**Run 1: nets reached from selected ports**

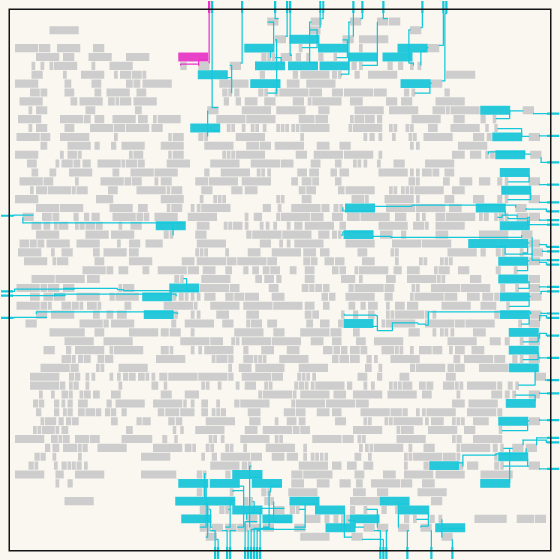
**Run 1: metal 3**

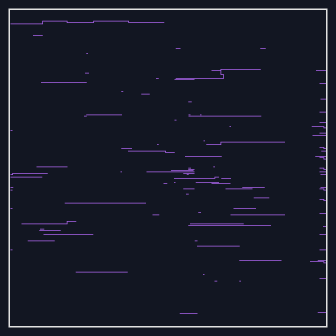
**Run 1: where the registers sit**

Other sequential cells in the stronger grey, the rest of the logic in the fainter grey.
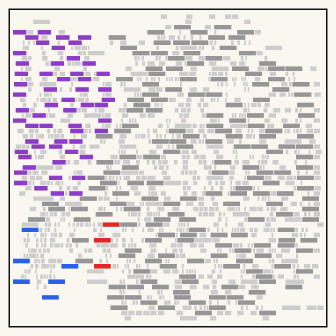
## src/rtl/dna_reader_pkg.sv

```systemverilog
// Shared definitions for the device-DNA reader: FSM encoding, chip defaults
// and a small sizing helper.
package dna_reader_pkg;

   // Reader sequence states, 3-bit encoding.
   typedef enum logic [2:0] {
      ST_IDLE   = 3'd0,
      ST_WAIT   = 3'd1,
      ST_LOAD   = 3'd2,
      ST_SETTLE = 3'd3,
      ST_SHIFT  = 3'd4,
      ST_CHECK  = 3'd5,
      ST_DONE   = 3'd6
   } state_t;

   // ID length of the DNA_PORT on the supported chip family.
   localparam int DEF_DNA_WIDTH = 57;

   // Simulation ID reported by the primitive model unless overridden.
   localparam logic [56:0] DEF_SIM_DNA = 57'h1_2345_6789_ABCD_EF;

   // Largest of three values, used to size the shared cycle counter.
   function automatic int max3(input int a, input int b, input int c);
      int m;
      m = (a > b) ? a : b;
      return (m > c) ? m : c;
   endfunction

endpackage

```

## src/rtl/dna_reader_port_if.sv

```systemverilog
// Wrapper around the DNA_PORT primitive: READ, SHIFT and DOUT pass straight
// through and DIN is tied low. The only state here is the behavioural model
// of the primitive's own internal shift register.
module dna_reader_port_if #(
   parameter int                   DNA_WIDTH = 57,
   parameter logic [DNA_WIDTH-1:0] SIM_DNA   = '0
)(
   input  logic clk,
   input  logic read,
   input  logic shift,
   output logic dout
);

   logic                 din;
   logic [DNA_WIDTH-1:0] dna_sr;

   assign din  = 1'b0;
   assign dout = dna_sr[DNA_WIDTH-1];

   // Primitive model: parallel load of the ID on READ, MSB-first shift on SHIFT.
   always_ff @(posedge clk) begin
      if (read)
         dna_sr <= SIM_DNA;
      else if (shift)
         dna_sr <= DNA_WIDTH'({dna_sr, din});
   end

endmodule

```

## src/rtl/dna_reader.sv

```systemverilog
// Device-DNA reader: waits, then runs NUM_PASSES load/settle/shift passes on
// the DNA_PORT, cross-checks the passes and publishes the ID, the pass
// disagreement flag and a masked match against the expected ID.
module dna_reader
   import dna_reader_pkg::*;
#(
   parameter int                   DNA_WIDTH   = DEF_DNA_WIDTH,
   parameter int                   READ_DELAY  = 20,
   parameter int                   SHIFT_DELAY = 24,
   parameter int                   NUM_PASSES  = 2,
   parameter bit                   AUTO_START  = 1'b1,
   parameter logic [DNA_WIDTH-1:0] SIM_DNA     = DNA_WIDTH'(DEF_SIM_DNA),
   parameter logic [DNA_WIDTH-1:0] EXP_DNA     = '0,
   parameter logic [DNA_WIDTH-1:0] EXP_MASK    = '1
)(
   input  logic                 sys_clk,
   input  logic                 sys_rst_n,
   input  logic                 start,
   output logic                 busy,
   output logic [DNA_WIDTH-1:0] dna_data,
   output logic                 dna_valid,
   output logic                 dna_done,
   output logic                 dna_err,
   output logic                 dna_match
);

   localparam int                   CW          = $clog2(max3(READ_DELAY, SHIFT_DELAY, DNA_WIDTH) + 1);
   localparam logic [CW-1:0]        WAIT_LAST   = CW'(READ_DELAY - 1);
   localparam logic [CW-1:0]        SETTLE_LAST = CW'(SHIFT_DELAY - 1);
   localparam logic [CW-1:0]        SHIFT_LAST  = CW'(DNA_WIDTH - 1);
   localparam logic [2:0]           PASS_LAST   = 3'(NUM_PASSES - 1);
   localparam logic [DNA_WIDTH-1:0] EXP_MASKED  = EXP_DNA & EXP_MASK;

   state_t               state;
   logic [CW-1:0]        cnt;
   logic [2:0]           pass_cnt;
   logic [DNA_WIDTH-1:0] shreg;
   logic [DNA_WIDTH-1:0] first;
   logic                 err_acc;
   logic                 auto_pend;
   logic                 prim_read;
   logic                 prim_shift;
   logic                 prim_dout;
   logic [DNA_WIDTH-1:0] final_id;
   logic                 final_err;

   // Result of the request as seen in CHECK, so a single-pass read can
   // publish the just-shifted word in the same edge that stores it.
   assign final_id  = (pass_cnt == 3'd0) ? shreg : first;
   assign final_err = err_acc | ((pass_cnt != 3'd0) && (shreg != first));

   dna_reader_port_if #(
      .DNA_WIDTH (DNA_WIDTH),
      .SIM_DNA   (SIM_DNA)
   ) u_port (
      .clk   (sys_clk),
      .read  (prim_read),
      .shift (prim_shift),
      .dout  (prim_dout)
   );

   // Sequencer with registered primitive controls and result outputs.
   always_ff @(posedge sys_clk or negedge sys_rst_n) begin
      if (!sys_rst_n) begin
         state      <= ST_IDLE;
         cnt        <= '0;
         pass_cnt   <= '0;
         shreg      <= '0;
         first      <= '0;
         err_acc    <= 1'b0;
         auto_pend  <= AUTO_START;
         prim_read  <= 1'b0;
         prim_shift <= 1'b0;
         busy       <= 1'b0;
         dna_data   <= '0;
         dna_valid  <= 1'b0;
         dna_done   <= 1'b0;
         dna_err    <= 1'b0;
         dna_match  <= 1'b0;
      end else begin
         dna_done <= 1'b0;
         case (state)
            ST_IDLE: begin
               if (start || auto_pend) begin
                  state     <= ST_WAIT;
                  auto_pend <= 1'b0;
                  busy      <= 1'b1;
                  cnt       <= '0;
                  pass_cnt  <= '0;
                  err_acc   <= 1'b0;
               end
            end
            ST_WAIT: begin
               if (cnt == WAIT_LAST) begin
                  cnt       <= '0;
                  prim_read <= 1'b1;
                  state     <= ST_LOAD;
               end else begin
                  cnt <= cnt + 1'b1;
               end
            end
            ST_LOAD: begin
               prim_read <= 1'b0;
               state     <= ST_SETTLE;
            end
            ST_SETTLE: begin
               if (cnt == SETTLE_LAST) begin
                  cnt        <= '0;
                  prim_shift <= 1'b1;
                  state      <= ST_SHIFT;
               end else begin
                  cnt <= cnt + 1'b1;
               end
            end
            ST_SHIFT: begin
               shreg <= DNA_WIDTH'({shreg, prim_dout});
               if (cnt == SHIFT_LAST) begin
                  cnt        <= '0;
                  prim_shift <= 1'b0;
                  state      <= ST_CHECK;
               end else begin
                  cnt <= cnt + 1'b1;
               end
            end
            ST_CHECK: begin
               if (pass_cnt == 3'd0)
                  first <= shreg;
               else if (shreg != first)
                  err_acc <= 1'b1;
               if (pass_cnt == PASS_LAST) begin
                  state     <= ST_DONE;
                  dna_data  <= final_id;
                  dna_err   <= final_err;
                  dna_match <= ((final_id & EXP_MASK) == EXP_MASKED);
                  dna_valid <= 1'b1;
                  dna_done  <= 1'b1;
               end else begin
                  pass_cnt  <= pass_cnt + 1'b1;
                  prim_read <= 1'b1;
                  state     <= ST_LOAD;
               end
            end
            ST_DONE: begin
               busy  <= 1'b0;
               state <= ST_IDLE;
            end
            default: state <= ST_IDLE;
         endcase
      end
   end

endmodule

```

## config.mk

```make
export PLATFORM = sky130hd
export DESIGN_NAME = dna_reader
export DESIGN_NICKNAME = d
export VERILOG_FILES = /design/src/rtl/dna_reader_pkg.sv /design/src/rtl/dna_reader_port_if.sv /design/src/rtl/dna_reader.sv
export SDC_FILE = /design/constraint.sdc
export NUM_CORES = 1
export LEC_CHECK = 0
export CAP_MARGIN = 10
export CORE_UTILIZATION = 41
export CTS_CLUSTER_DIAMETER = 200
export DETAILED_ROUTE_END_ITERATION = 10
export GPL_TIMING_DRIVEN = 0
export HOLD_SLACK_MARGIN = 0.12
export PLACE_DENSITY = 0.57
export SETUP_SLACK_MARGIN = 0.1
export SLEW_MARGIN = 20
export SYNTH_ARGS = -nofsm -noshare
export SYNTH_HDL_FRONTEND = slang
export SYNTH_HIERARCHICAL = 1
export SYNTH_SLANG_ARGS = --single-unit
export TNS_END_PERCENT = 30
```

## constraint.sdc

```tcl
create_clock -name sys_clk -period 3.6 [get_ports sys_clk]
set_input_delay 0.36 -clock sys_clk [delete_from_list [all_inputs] [get_ports sys_clk]]
set_output_delay 0.36 -clock sys_clk [all_outputs]
set_load 0.01 [all_outputs]
```

==> impl_metrics.py, run 1 <==
# Generated from Yosys and OpenROAD reports
metrics = {
    "place": {
        "place_hpwl_um": 18500,
        "gp_congestion": 0.859,
        "dp_slack_ps": 1090,
    },
    "floorplan": {
        "die_h_um": 165,
        "fp-row-count": 59,
        "die_area_sq_mm": 0.0273,
        "initial_utilization_pct": 41.9,
        "core_sq_mm": 0.0261,
        "die_x_um": 165,
    },
    "synth": {
        "yosysWarningCount": 6,
        "flop_cell": "dfrtp_1",
        "ys_cells": 1051,
        "synthesis.nets": 1059,
        "synth.top_cell.area_share_pct": 43.7,
        "area_leaders": "dfrtp_1 44%, dfxtp_1 10%, nand2_1 8.5%, mux2i_1 7.6%, mux2_2 5.9%",
        "synth_seq_share_pct": 54.4,
        "yosysUniqueCellTypes": 47,
        "ys.flops": 249,
        "edf_count": 0,
        "ys_area_sq_mm": 0.0109,
        "synth.avg_cell_area_sq_um": 10.4,
        "netlist_area_sq_mm": 0.0109,
        "async_flop_share_pct": 77.1,
        "syn_inst": 1051,
        "largest_area_cell": "dfrtp_1",
    },
    "layout": {
        "nNetsFinal": 1156,
        "lay_top_count": "nand2_1",
        "mostFrequentLayoutCells": "249 x nand2_1, 191 x dfrtp_1, 83 x mux2i_1, 66 x o21ai_0, 63 x clkdlybuf4s50_1",
        "seqCellArea_sq_mm": 0.00595,
        "nFillCells": 2491,
        "combGateArea_sq_mm": 0.00466,
        "drive_above_1_share_pct": 12.1,
        "final_core_util_pct": 49.7,
    },
    "cts": {
        "clock_latency_ps": 550,
        "cts_setup_buffers": 0,
        "cts_num_sinks": 249,
        "clockBufferDepth": 3,
        "htreeDepth": 1,
        "cts_root_buf": "clkbuf_16",
        "path_clk_slew_ps": 60,
        "cts_tree": "done",
        "cts_resized": 0,
        "cts_hold_buf": 1,
        "numCtsBuffers": 28,
    },
    "drt": {
        "wl_per_cell_um": 17.5,
        "drt_iter0_drc": 454,
        "drc": 14,
        "antenna_left": 0,
        "via_count": 7771,
        "drt-total-wl_um": 26300,
        "vias_per_cell": 5.16,
    },
    "timing": {
        "drv_slew": 0,
        "fin_crit_ps": 2460,
        "worst_hold_slack_ps": 286,
        "worst_pin_slew_ps": 855,
        "fin_setup_tns_ps": 0,
        "fmax_mhz": 406,
        "rsz0062_at_grt": "no",
        "setup-violations-final": 0,
        "hold_viol_final": 0,
        "final.setup_skew_ps": 13.1,
        "max-slew-margin-rel_pct": 43.0,
        "period_used_pct": 68.4,
        "worst_slack_ps": 1140,
    },
    "setup_path": {
        "required_ps": 3990,
        "rrSetupSlack_ps": 1140,
        "crit_fanout": 10,
        "worstSetupPathType": "reg -> reg",
        "crit_path_start_kind": "flop",
        "worstPathArrival_ps": 2850,
        "end_kind": "flop",
    },
    "global_routing": {
        "track_usage_pct": 20.1,
        "grt_pass1_wl_um": 42500,
        "grt_max_degree": 86,
        "first_global_vias": 7546,
        "grt-ovfl-total": 0,
    },
    "power_and_ir_drop": {
        "ir_worst_vdd_mv": 0.330,
        "power_density_mw_per_mm2": 436,
        "total_power_w": 0.00566,
        "p_leak_nw": 6.14,
    },
    "run": {
        "openroad.warnings": 29,
    },
    "outcome": {
        "violations": "design-rule violations",
        "status": "finished, violations left",
    },
    "hold_path": {
        "holdCritPathClass": "in -> async",
    },
}
Notes on 'nets reached from selected ports' above:
| colour | port | bits | direction | edge | end cells | wire |
|---|---|---|---|---|---|---|
| cyan | dna_data | 57 | output | 24 right, 16 bottom, 13 top, 4 left | 57 | 1,390 um |
| magenta | dna_valid | 1 | output | top | 1 | 26.5 um |
# port buffers: 64
# IOs: 65

Notes on 'metal 3' above:
wire length on this layer: 960 um
longest straight run: 43.0 um
main direction: horizontal

Notes on 'where the registers sit' above:
| colour | name in the netlist | flops |
|---|---|---|
| red | pass_cnt | 3 |
| purple | u_port/dna_sr | 57 |
| blue | cnt | 6 |

run 1: worst paths after layout:
check / end / startpoint / cells past startpoint
max: dna_err / pass_cnt[0] / 7
min: shreg[11] / sys_rst_n / 2
max reg2reg: dna_err / pass_cnt[0] / 7
min reg2reg: u_port/dna_sr[48] / u_port/dna_sr[48] / 1
max in group asynchronous: auto_pend / sys_rst_n / 3
min in group sys_clk: u_port/dna_sr[48] / u_port/dna_sr[48] / 1
run 1: metrics by stage:
| step | cells | cell area (sq um) |
|---|---|---|
| CTS | 1505 | 13000 |
| detailed placement | 1452 | 12100 |
| global route | 1505 | 13000 |
| global placement | 1450 | 12000 |
| finish | 1505 | 13000 |
| floorplan | 1051 | 10900 |
run 1: layout make-up:
type                            count  share of cell area (%)
Buffer                             59                    2.30
Clock buffer                       41                    6.24
Clock inverter                     11                   0.809
Inverter                           10                   0.289
Multi-Input combinational cell    733                    35.9
Sequential cell                   249                    45.8
Tap cell                          335                    3.23
Timing Repair Buffer               67                    5.47
run 1: cells in the mapped netlist (9+ instances only):
| library cell | number |
|---|---|
| nand2_1 | 249 |
| dfrtp_1 | 191 |
| mux2i_1 | 83 |
| o21ai_0 | 66 |
| xor2_1 | 58 |
| dfxtp_1 | 57 |
| mux2_2 | 57 |
| nor4_1 | 38 |
| nor2_1 | 36 |
| a211o_1 | 31 |
| and2_1 | 31 |
| buf_2 | 25 |
| clkbuf_1 | 21 |
| a21oi_1 | 10 |
| nor3_1 | 10 |
| inv_1 | 9 |
| nand4_1 | 9 |
run 1: per-layer routing:
layer,GRT usage (%),vias to the layer above,part of all wire (%)
met2,32.0,122,46
met3,2.95,54,3.6
li1,-,3801,-
met1,28.0,3794,47
met5,0,-,0
met4,6.74,0,3.0
run 1: kinds of logic (layout without fill, tap and decap cells):
kind of cell / after synthesis / after routing / synth area share [%]
compound gates: 128 / 128 / 7.48
xor+xnor: 58 / 58 / 4.64
simple gates: 402 / 402 / 16.4
buf+inv: 69 / 188 / 3.08
fa+ha+maj: 5 / 5 / 0.572
flops: 249 / 249 / 54.4
mux: 140 / 140 / 13.5
run 1: worst max-delay path: stages, from the launching register on:
cell      delay (ps)
dfrtp_1          430
ha_1             250
nor2b_1          180
nand2_1          110
clkbuf_1         620
buf_2            410
mux2i_1          210
o31ai_1           90
run 1: flip-flops by register name, indices dropped and copies added, names as in the netlist, 3 cells and up:
signal         flops
dna_data          57
first             57
state              3
u_port/dna_sr     57
shreg             57
cnt                6
pass_cnt           3
run 1: report_power, final:
part	switching (W)	internal, W
sequential	0	0.00279
clock	0.00112	0.00169
combinational	0.0000436	0.00000966
==> inputs of run 2 (changes only) <==
- PLACE_DENSITY: 0.57 -> 0.6
- clock period: 3.6 -> 2.2 ns (I/O delays scaled with it)
==> run 2 against run 1 <==
  * The run still ends with design-rule violations left
  * Register-to-register slack worse by 950 ps
  * Wire length down 0.79%
  * Clock skew up 4.3 ps
  * First-iteration DRC count shrank 18%
  * Flip-flop count did not move
  * Final area increased by 0.21%
  * Critical endpoint is now first[47]
==> impl_metrics.py, run 2 <==
# Generated from Yosys and OpenROAD reports
metrics = {
    "timing": {
        "period_used_pct": 91.2,
        "hold_viol_final": 0,
        "final.setup_skew_ps": 17.3,
        "fin_crit_ps": 2010,
        "rsz0062_at_grt": "yes",
    },
    "cts": {
        "clockBufferDepth": 3,
        "htreeDepth": 1,
    },
    "synth": {
        "area_leaders": "dfrtp_1 44%, dfxtp_1 10%, nand2_1 8.5%, mux2i_1 7.6%, mux2_2 5.9%",
        "yosysWarningCount": 6,
        "ys.flops": 249,
        "flop_cell": "dfrtp_1",
        "yosysUniqueCellTypes": 47,
        "ys_area_sq_mm": 0.0109,
        "ys_cells": 1051,
        "edf_count": 0,
        "synth.top_cell.area_share_pct": 43.7,
    },
    "setup_path": {
        "worstSetupPathType": "reg -> reg",
        "crit_path_start_kind": "flop",
        "worstPathArrival_ps": 2410,
        "cp.buffers_inverters": 3,
        "end_kind": "flop",
        "crit_chain": "inv_1 -> ha_1 -> nand2b_1 -> nor2_2 -> buf_4 -> buf_4 -> mux2_2",
        "critPathSlowestCell": "dfrtp_1",
    },
    "drt": {
        "drc": 12,
        "antenna_left": 0,
        "drt_iter0_drc": 372,
    },
    "layout": {
        "nFillCells": 2488,
        "mostFrequentLayoutCells": "249 x nand2_1, 191 x dfrtp_1, 83 x mux2i_1, 66 x o21ai_0, 63 x clkdlybuf4s50_1",
        "nNetsFinal": 1157,
        "fin_area_sq_mm": 0.0130,
        "drive_above_1_share_pct": 13.0,
    },
    "place": {
        "portBuffers": 64,
    },
    "floorplan": {
        "initial_utilization_pct": 41.9,
        "die_x_um": 165,
        "fp-row-count": 59,
    },
    "outcome": {
        "status": "finished, violations left",
        "violations": "design-rule violations",
    },
    "power_and_ir_drop": {
        "p_leak_nw": 6.16,
        "ir_worst_vdd_mv": 0.451,
    },
}
[run 2: cell types whose count changed in the layout (fill, tap and decap cells not counted), moves of 2 or more]
cell	before	now
nor4_1	38	36
clkinv_2	6	2
buf_2	25	22
buf_1	5	1
clkbuf_2	1	8
clkbuf_1	29	24
buf_4	4	8
nor4_2	1	3
clkbuf_16	29	27
[run 2: what timing repair did]
item                                   in CTS  in global routing
hold buffers                                1                  0
resized                                     7                  8
setup endpoints to repair                  92                117
gates cloned                                0                  0
pin swaps                                   0                  0
endpoints found under the hold margin     191                  0
setup buffers                               0                  2
[run 2: metal layers]
metal	global-route usage, %	vias to the layer above	share of wire (%)
met3	2.55	45	3.5
met5	0	-	0
met2	33.1	142	48
met1	27.5	3856	46
met4	5.58	0	2.7
li1	-	3784	-
[run 2: power by group]
group          internal (W)  switching, W
Combinational     0.0000158     0.0000713
Clock               0.00277       0.00181
Sequential          0.00456             0
Total               0.00735       0.00188
[run 2: final timing paths]
| check | from | to | slack, ps | cells after the start |
|---|---|---|---|---|
| max in group asynchronous | sys_rst_n | dna_data[45] | 1220 | 3 |
| hold reg to reg | u_port/dna_sr[56] | shreg[0] | 440 | 2 |
| setup / recovery | pass_cnt[1] | first[47] | 190 | 7 |
| hold / removal | sys_rst_n | dna_data[11] | 200 | 2 |
| setup reg to reg | pass_cnt[1] | first[47] | 190 | 7 |
| min in group sys_clk | start | pass_cnt[2] | 420 | 3 |
[run 2: cell type report]
class	count	area, sq um	share of cell area, %
inverter	10	37.5	0.288
timing repair buffer	69	726	5.58
multi-input combinational	733	4670	35.9
clock inverter	10	128	0.981
clock buffer	38	767	5.89
sequential	249	5950	45.7
buffer	59	315	2.42
tap	335	419	3.22
[run 2: logic make-up (layout without fill, tap and decap cells)]
| logic type | after synthesis | count (layout) | synth area share, % |
|---|---|---|---|
| flip-flops | 249 | 249 | 54.4 |
| XOR/XNOR | 58 | 58 | 4.64 |
| AND/OR/NAND/NOR | 402 | 402 | 16.4 |
| AND-OR/OR-AND | 128 | 128 | 7.48 |
| buffers and inverters | 69 | 186 | 3.08 |
| adder cells (fa/ha/maj) | 5 | 5 | 0.572 |
| multiplexers | 140 | 140 | 13.5 |
[run 2: stage by stage]
stage / cells / setup WS, ps / total power (W)
after floorplan: 1051 / 494 / 0.00465
after global placement: 1450 / -7340 / 0.00473
after detailed placement: 1452 / -266 / 0.00474
after CTS: 1501 / 116 / 0.00934
after global routing: 1503 / 75.8 / 0.00951
final: 1503 / 193 / 0.00923
**Run 2: routed metal per tile**

33 x 33 tiles, from black (low) to pale yellow (high), scaled to the fullest tile. Values are wire area over tile area, all layers added.
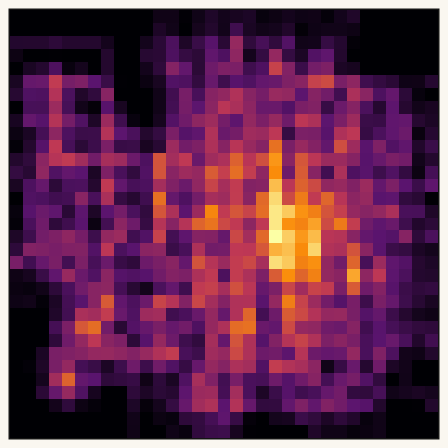
fullest tile: 0.60
nearly empty tiles: 15%
densest ninth of the die: centre
WL/cell: 17.4 um
via count: 7,827

**Run 2: where the registers sit**

Other sequential cells in the stronger grey, the rest of the logic in the fainter grey.
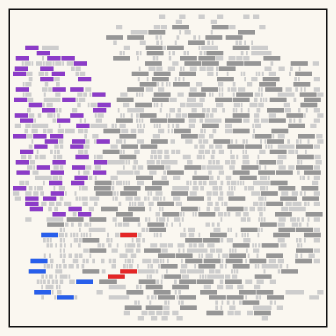
| colour | name in the netlist | flops |
|---|---|---|
| red | pass_cnt | 3 |
| purple | u_port/dna_sr | 57 |
| blue | cnt | 6 |
Power Sequential: 0.00456 W
Reg area: 0.00595 sq mm
fin util: 49.8%
sequential cell area share: 45.7%

Power figures rest on the tool's default switching activity, not on a simulated workload.
